$ cat src/rtl/alu_seq_pkg.sv
// ---------------------------------------------------------------------------
// alu_seq_pkg
//   Definitions shared by the ALU sequencer and its register file:
//   default datapath/register-index widths, the alucont opcode encodings,
//   the sequencer state enumeration and small opcode-classification helpers.
// ---------------------------------------------------------------------------
package alu_seq_pkg;

  // Default datapath width and register-index width (2^REGBITS registers).
  localparam int ALU_SEQ_WIDTH   = 16;
  localparam int ALU_SEQ_REGBITS = 4;

  // alucont opcode encodings understood by the external ALU.
  localparam logic [3:0] OP_AND = 4'b0001;
  localparam logic [3:0] OP_OR  = 4'b0010;
  localparam logic [3:0] OP_XOR = 4'b0011;
  localparam logic [3:0] OP_ADD = 4'b0101;
  localparam logic [3:0] OP_SUB = 4'b1001;
  localparam logic [3:0] OP_CMP = 4'b1011;
  localparam logic [3:0] OP_MOV = 4'b1101;

  // Instruction sequencing: accept -> read operands -> execute -> write back.
  typedef enum logic [1:0] {
    ST_IDLE = 2'd0,
    ST_READ = 2'd1,
    ST_EXEC = 2'd2,
    ST_WB   = 2'd3
  } state_t;

  // True for every opcode the sequencer knows how to commit.
  function automatic logic op_is_legal(input logic [3:0] op);
    case (op)
      OP_AND, OP_OR, OP_XOR, OP_ADD, OP_SUB, OP_CMP, OP_MOV: return 1'b1;
      default:                                               return 1'b0;
    endcase
  endfunction

  // CMP only updates flags; every other legal op writes its destination.
  function automatic logic op_writes_reg(input logic [3:0] op);
    return op_is_legal(op) && (op != OP_CMP);
  endfunction

  // Only the arithmetic ops publish the ALU flags to the architectural psr.
  function automatic logic op_writes_psr(input logic [3:0] op);
    case (op)
      OP_ADD, OP_SUB, OP_CMP: return 1'b1;
      default:                return 1'b0;
    endcase
  endfunction

endpackage

$ cat src/rtl/alu_seq_regfile.sv
// ---------------------------------------------------------------------------
// alu_seq_regfile
//   2^REGBITS x WIDTH register file for the ALU sequencer.
//   Ports:
//     clk, reset_n          - clock, asynchronous active-low reset (clears all)
//     rd_addr_a / rd_data_a - combinational read port A (source operand)
//     rd_addr_b / rd_data_b - combinational read port B (destination operand)
//     dbg_addr  / dbg_data  - combinational debug read port
//     wr_en, wr_addr, wr_data - synchronous write port
// ---------------------------------------------------------------------------
module alu_seq_regfile
  import alu_seq_pkg::*;
#(
  parameter int WIDTH   = ALU_SEQ_WIDTH,
  parameter int REGBITS = ALU_SEQ_REGBITS
) (
  input  logic               clk,
  input  logic               reset_n,
  input  logic [REGBITS-1:0] rd_addr_a,
  output logic [WIDTH-1:0]   rd_data_a,
  input  logic [REGBITS-1:0] rd_addr_b,
  output logic [WIDTH-1:0]   rd_data_b,
  input  logic [REGBITS-1:0] dbg_addr,
  output logic [WIDTH-1:0]   dbg_data,
  input  logic               wr_en,
  input  logic [REGBITS-1:0] wr_addr,
  input  logic [WIDTH-1:0]   wr_data
);

  localparam int NREGS = 2 ** REGBITS;

  // Flip-flop storage: reset must clear every entry at once, which rules
  // out block RAM here.
  logic [WIDTH-1:0] regs [NREGS];

  for (genvar gi = 0; gi < NREGS; gi++) begin : g_reg
    logic [WIDTH-1:0] value_reg;

    always_ff @(posedge clk or negedge reset_n) begin
      if (!reset_n) begin
        value_reg <= '0;
      end else if (wr_en && (wr_addr == REGBITS'(gi))) begin
        value_reg <= wr_data;
      end
    end

    assign regs[gi] = value_reg;
  end

  // All reads are combinational; a write becomes visible the cycle after
  // the edge that performs it.
  assign rd_data_a = regs[rd_addr_a];
  assign rd_data_b = regs[rd_addr_b];
  assign dbg_data  = regs[dbg_addr];

endmodule

$ cat src/rtl/alu_seq.sv
// ---------------------------------------------------------------------------
// alu_seq
//   Four-cycle instruction sequencer around an external combinational ALU.
//   Each accepted instruction reads its operands from the register file,
//   drives them to the ALU, samples the ALU result/flags and commits them.
//   Ports:
//     clk, reset_n            - clock, asynchronous active-low reset
//     instr_valid/instr_ready - instruction handshake (ready only when idle)
//     instr_op                - alucont opcode
//     instr_src, instr_dst    - source / destination register indices
//     instr_imm_en, instr_imm - use sign-extended 8-bit immediate as operand A
//     alu_a, alu_b, alu_cont  - registered operands/opcode to the ALU
//     alu_result, alu_psr     - combinational ALU outputs
//     psr                     - architectural status register
//     done, illegal           - one-cycle completion pulse / unsupported op
//     dbg_addr, dbg_data      - combinational register-file peek
//   Requires WIDTH >= 8 (the immediate is sign-extended to WIDTH).
// ---------------------------------------------------------------------------
module alu_seq
  import alu_seq_pkg::*;
#(
  parameter int WIDTH   = ALU_SEQ_WIDTH,
  parameter int REGBITS = ALU_SEQ_REGBITS
) (
  input  logic               clk,
  input  logic               reset_n,
  input  logic               instr_valid,
  output logic               instr_ready,
  input  logic [3:0]         instr_op,
  input  logic [REGBITS-1:0] instr_src,
  input  logic [REGBITS-1:0] instr_dst,
  input  logic               instr_imm_en,
  input  logic [7:0]         instr_imm,
  output logic [WIDTH-1:0]   alu_a,
  output logic [WIDTH-1:0]   alu_b,
  output logic [3:0]         alu_cont,
  input  logic [WIDTH-1:0]   alu_result,
  input  logic [7:0]         alu_psr,
  output logic [7:0]         psr,
  output logic               done,
  output logic               illegal,
  input  logic [REGBITS-1:0] dbg_addr,
  output logic [WIDTH-1:0]   dbg_data
);

  state_t state_reg;
  state_t state_next;

  // Captured instruction fields (held for the whole instruction so that
  // later changes on instr_* cannot affect it).
  logic [3:0]         op_reg;
  logic [REGBITS-1:0] src_reg;
  logic [REGBITS-1:0] dst_reg;
  logic               imm_en_reg;
  logic [7:0]         imm_reg;

  // ALU return values sampled at the end of EXEC.
  logic [WIDTH-1:0]   result_reg;
  logic [7:0]         flags_reg;

  // Register-file plumbing.
  logic [WIDTH-1:0]   src_data;
  logic [WIDTH-1:0]   dst_data;
  logic [WIDTH-1:0]   imm_ext;
  logic               rf_wr_en;
  logic               psr_wr_en;

  assign imm_ext = WIDTH'($signed(imm_reg));

  // -------------------------------------------------------------------------
  // State register
  // -------------------------------------------------------------------------
  always_ff @(posedge clk or negedge reset_n) begin
    if (!reset_n) begin
      state_reg <= ST_IDLE;
    end else begin
      state_reg <= state_next;
    end
  end

  // -------------------------------------------------------------------------
  // Next state and decoded controls. done/illegal and the commit enables are
  // decodes of the registered state, so reset clears them immediately.
  // -------------------------------------------------------------------------
  always_comb begin
    state_next  = state_reg;
    instr_ready = 1'b0;
    done        = 1'b0;
    illegal     = 1'b0;
    rf_wr_en    = 1'b0;
    psr_wr_en   = 1'b0;
    case (state_reg)
      ST_IDLE: begin
        instr_ready = 1'b1;
        if (instr_valid) begin
          state_next = ST_READ;
        end
      end
      ST_READ: begin
        state_next = ST_EXEC;
      end
      ST_EXEC: begin
        state_next = ST_WB;
      end
      ST_WB: begin
        done       = 1'b1;
        illegal    = !op_is_legal(op_reg);
        rf_wr_en   = op_writes_reg(op_reg);
        psr_wr_en  = op_writes_psr(op_reg);
        state_next = ST_IDLE;
      end
      default: begin
        state_next = ST_IDLE;
      end
    endcase
  end

  // -------------------------------------------------------------------------
  // Instruction capture on acceptance
  // -------------------------------------------------------------------------
  always_ff @(posedge clk or negedge reset_n) begin
    if (!reset_n) begin
      op_reg     <= '0;
      src_reg    <= '0;
      dst_reg    <= '0;
      imm_en_reg <= 1'b0;
      imm_reg    <= '0;
    end else if ((state_reg == ST_IDLE) && instr_valid) begin
      op_reg     <= instr_op;
      src_reg    <= instr_src;
      dst_reg    <= instr_dst;
      imm_en_reg <= instr_imm_en;
      imm_reg    <= instr_imm;
    end
  end

  // -------------------------------------------------------------------------
  // ALU drive: loaded once per instruction (end of READ) and held until the
  // next instruction's READ, so the external ALU sees stable inputs.
  // When src == dst both operands come from the same pre-commit value.
  // -------------------------------------------------------------------------
  always_ff @(posedge clk or negedge reset_n) begin
    if (!reset_n) begin
      alu_a    <= '0;
      alu_b    <= '0;
      alu_cont <= '0;
    end else if (state_reg == ST_READ) begin
      alu_a    <= imm_en_reg ? imm_ext : src_data;
      alu_b    <= dst_data;
      alu_cont <= op_reg;
    end
  end

  // -------------------------------------------------------------------------
  // ALU sample at the end of EXEC
  // -------------------------------------------------------------------------
  always_ff @(posedge clk or negedge reset_n) begin
    if (!reset_n) begin
      result_reg <= '0;
      flags_reg  <= '0;
    end else if (state_reg == ST_EXEC) begin
      result_reg <= alu_result;
      flags_reg  <= alu_psr;
    end
  end

  // -------------------------------------------------------------------------
  // Architectural status register (written at the WB -> IDLE edge)
  // -------------------------------------------------------------------------
  always_ff @(posedge clk or negedge reset_n) begin
    if (!reset_n) begin
      psr <= '0;
    end else if (psr_wr_en) begin
      psr <= flags_reg;
    end
  end

  // -------------------------------------------------------------------------
  // Register file; its write port commits the held result at WB -> IDLE.
  // -------------------------------------------------------------------------
  alu_seq_regfile #(
    .WIDTH   (WIDTH),
    .REGBITS (REGBITS)
  ) u_regfile (
    .clk       (clk),
    .reset_n   (reset_n),
    .rd_addr_a (src_reg),
    .rd_data_a (src_data),
    .rd_addr_b (dst_reg),
    .rd_data_b (dst_data),
    .dbg_addr  (dbg_addr),
    .dbg_data  (dbg_data),
    .wr_en     (rf_wr_en),
    .wr_addr   (dst_reg),
    .wr_data   (result_reg)
  );

endmodule

$ cat config.mk
export PLATFORM = sky130hd
export DESIGN_NAME = alu_seq
export DESIGN_NICKNAME = d
export VERILOG_FILES = /design/src/rtl/alu_seq_pkg.sv /design/src/rtl/alu_seq_regfile.sv /design/src/rtl/alu_seq.sv
export SDC_FILE = /design/constraint.sdc
export NUM_CORES = 1
export LEC_CHECK = 0
export CELL_PAD_IN_SITES_DETAIL_PLACEMENT = 2
export CELL_PAD_IN_SITES_GLOBAL_PLACEMENT = 2
export CORE_MARGIN = 2
export CORE_UTILIZATION = 45
export DETAILED_ROUTE_END_ITERATION = 10
export PLACE_DENSITY = 0.89
export SYNTH_ARGS = -nofsm -noshare
export SYNTH_HDL_FRONTEND = slang
export SYNTH_SLANG_ARGS = --single-unit
export TNS_END_PERCENT = 10
$ cat constraint.sdc
create_clock -name clk -period 4.3 [get_ports clk]
set_input_delay 1.075 -clock clk [delete_from_list [all_inputs] [get_ports clk]]
set_output_delay 1.075 -clock clk [all_outputs]
set_load 0.01 [all_outputs]
### The clock network

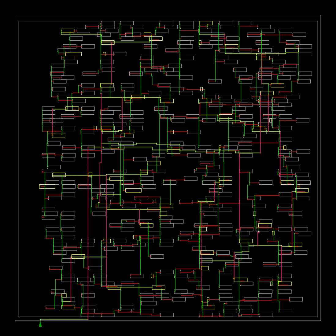
clock buffer count: 58
CTS Sinks: 347
clock skew: 0.0240 ns

### Where the registers sit

Scale: 2 px per µm. Other sequential cells in the stronger gray, the rest of the logic in the fainter gray.
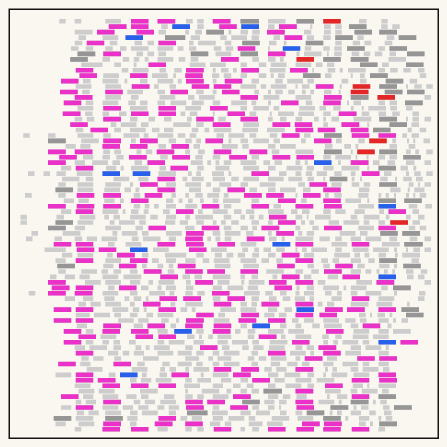
Key: `u_regfile.g_reg.value_reg` = magenta [placed flops 256]; `alu_b` = blue [placed flops 16]; `imm_reg` = red [placed flops 8, where upper right]

### Selected gate families

Scale: 2 px per µm.
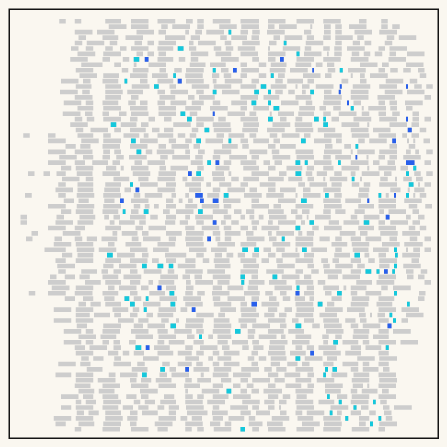
Key: aoi and oai cells = cyan [cells 110]; nor cells = blue [cells 36]

==> flow_summary.toml <==
# implementation run metrics
[status]
outcome = "finished, final reports clean"

[global_route]
grt_util_met3 = 0.0801
track_usage = 0.366

[final_timing]
worst_pin_slew_ns = 1.21
period_needed_ns = 4.21
hold_viol_final = 0
setup_tns_ns = 0

[worst_setup_path]
slowest_delay_ns = 0.59
path_cells = "buf_4 > buf_12 > mux4_2 > mux4_2 > clkdlybuf4s50_1"
required_ns = 3.22
crit_family = "multiplexers"
cp_max_fo = 17

[logic_synthesis]
simple_gate_area_frac = 0.0297
common_cells = "dfrtp_1 (347), mux2_2 (219), mux4_2 (173)"
top_area_frac = 0.439
synth-xor-area-share = 0
largest_area_cell = "dfrtp_1"
fa_ha_area_frac = 0.00253
synthMuxAreaShare = 0.456
synth_cell_type_count = 38
edf_count = 0
top_logic_kind = "multiplexers"
synth-async-reset-ratio = 1.00
top_cell = "dfrtp_1"

[detailed_routing]
avgViaCountPerCell = 7.13
wl_per_cell_um = 41.1
m1WireLength_mm = 29.8
drtPass1Iterations = 5
drtIter0Drc = 1539
vias = 14000
top_layer = "met5"
routed-wl-met3_mm = 6.41

[place]
dp_cells = 1891
placed_area_mm2 = 0.0214

[cells_and_area]
drive_above_1_share = 0.454
num-nonclk-buffers = 155
instances_no_fill = 1962
final_cell_mix = "dfrtp_1 (342), mux2_2 (219), mux4_2 (173)"

[clock_network]
htreeDepth = 2

[power]
p_clk_frac = 0.208

[die]
die.size.y_um = 214

[job]
warning_count = 29
==> worst max-delay path by stage <==
stage,from,endpoint
6_report,dbg_addr[0],dbg_data[1]
3_3_place_gp,dbg_addr[0],dbg_data[1]
2_1_floorplan,dbg_addr[0],dbg_data[10]
4_1_cts,dbg_addr[0],dbg_data[9]
5_1_grt,dbg_addr[0],dbg_data[9]
3_5_place_dp,dbg_addr[0],dbg_data[1]
==> power by group through the flow <==
stage / sequential [mW] / combinational, mW / clock [mW]
floorplan: 5.20 / 4.93 / 0
global placement: 6.10 / 6.13 / 0
detailed placement: 6.33 / 6.62 / 0
CTS: 6.44 / 7.01 / 3.61
global route: 6.64 / 7.33 / 3.71
finish: 6.55 / 7.08 / 3.58
No activity file was given, so power comes from the tool's default toggle rates.
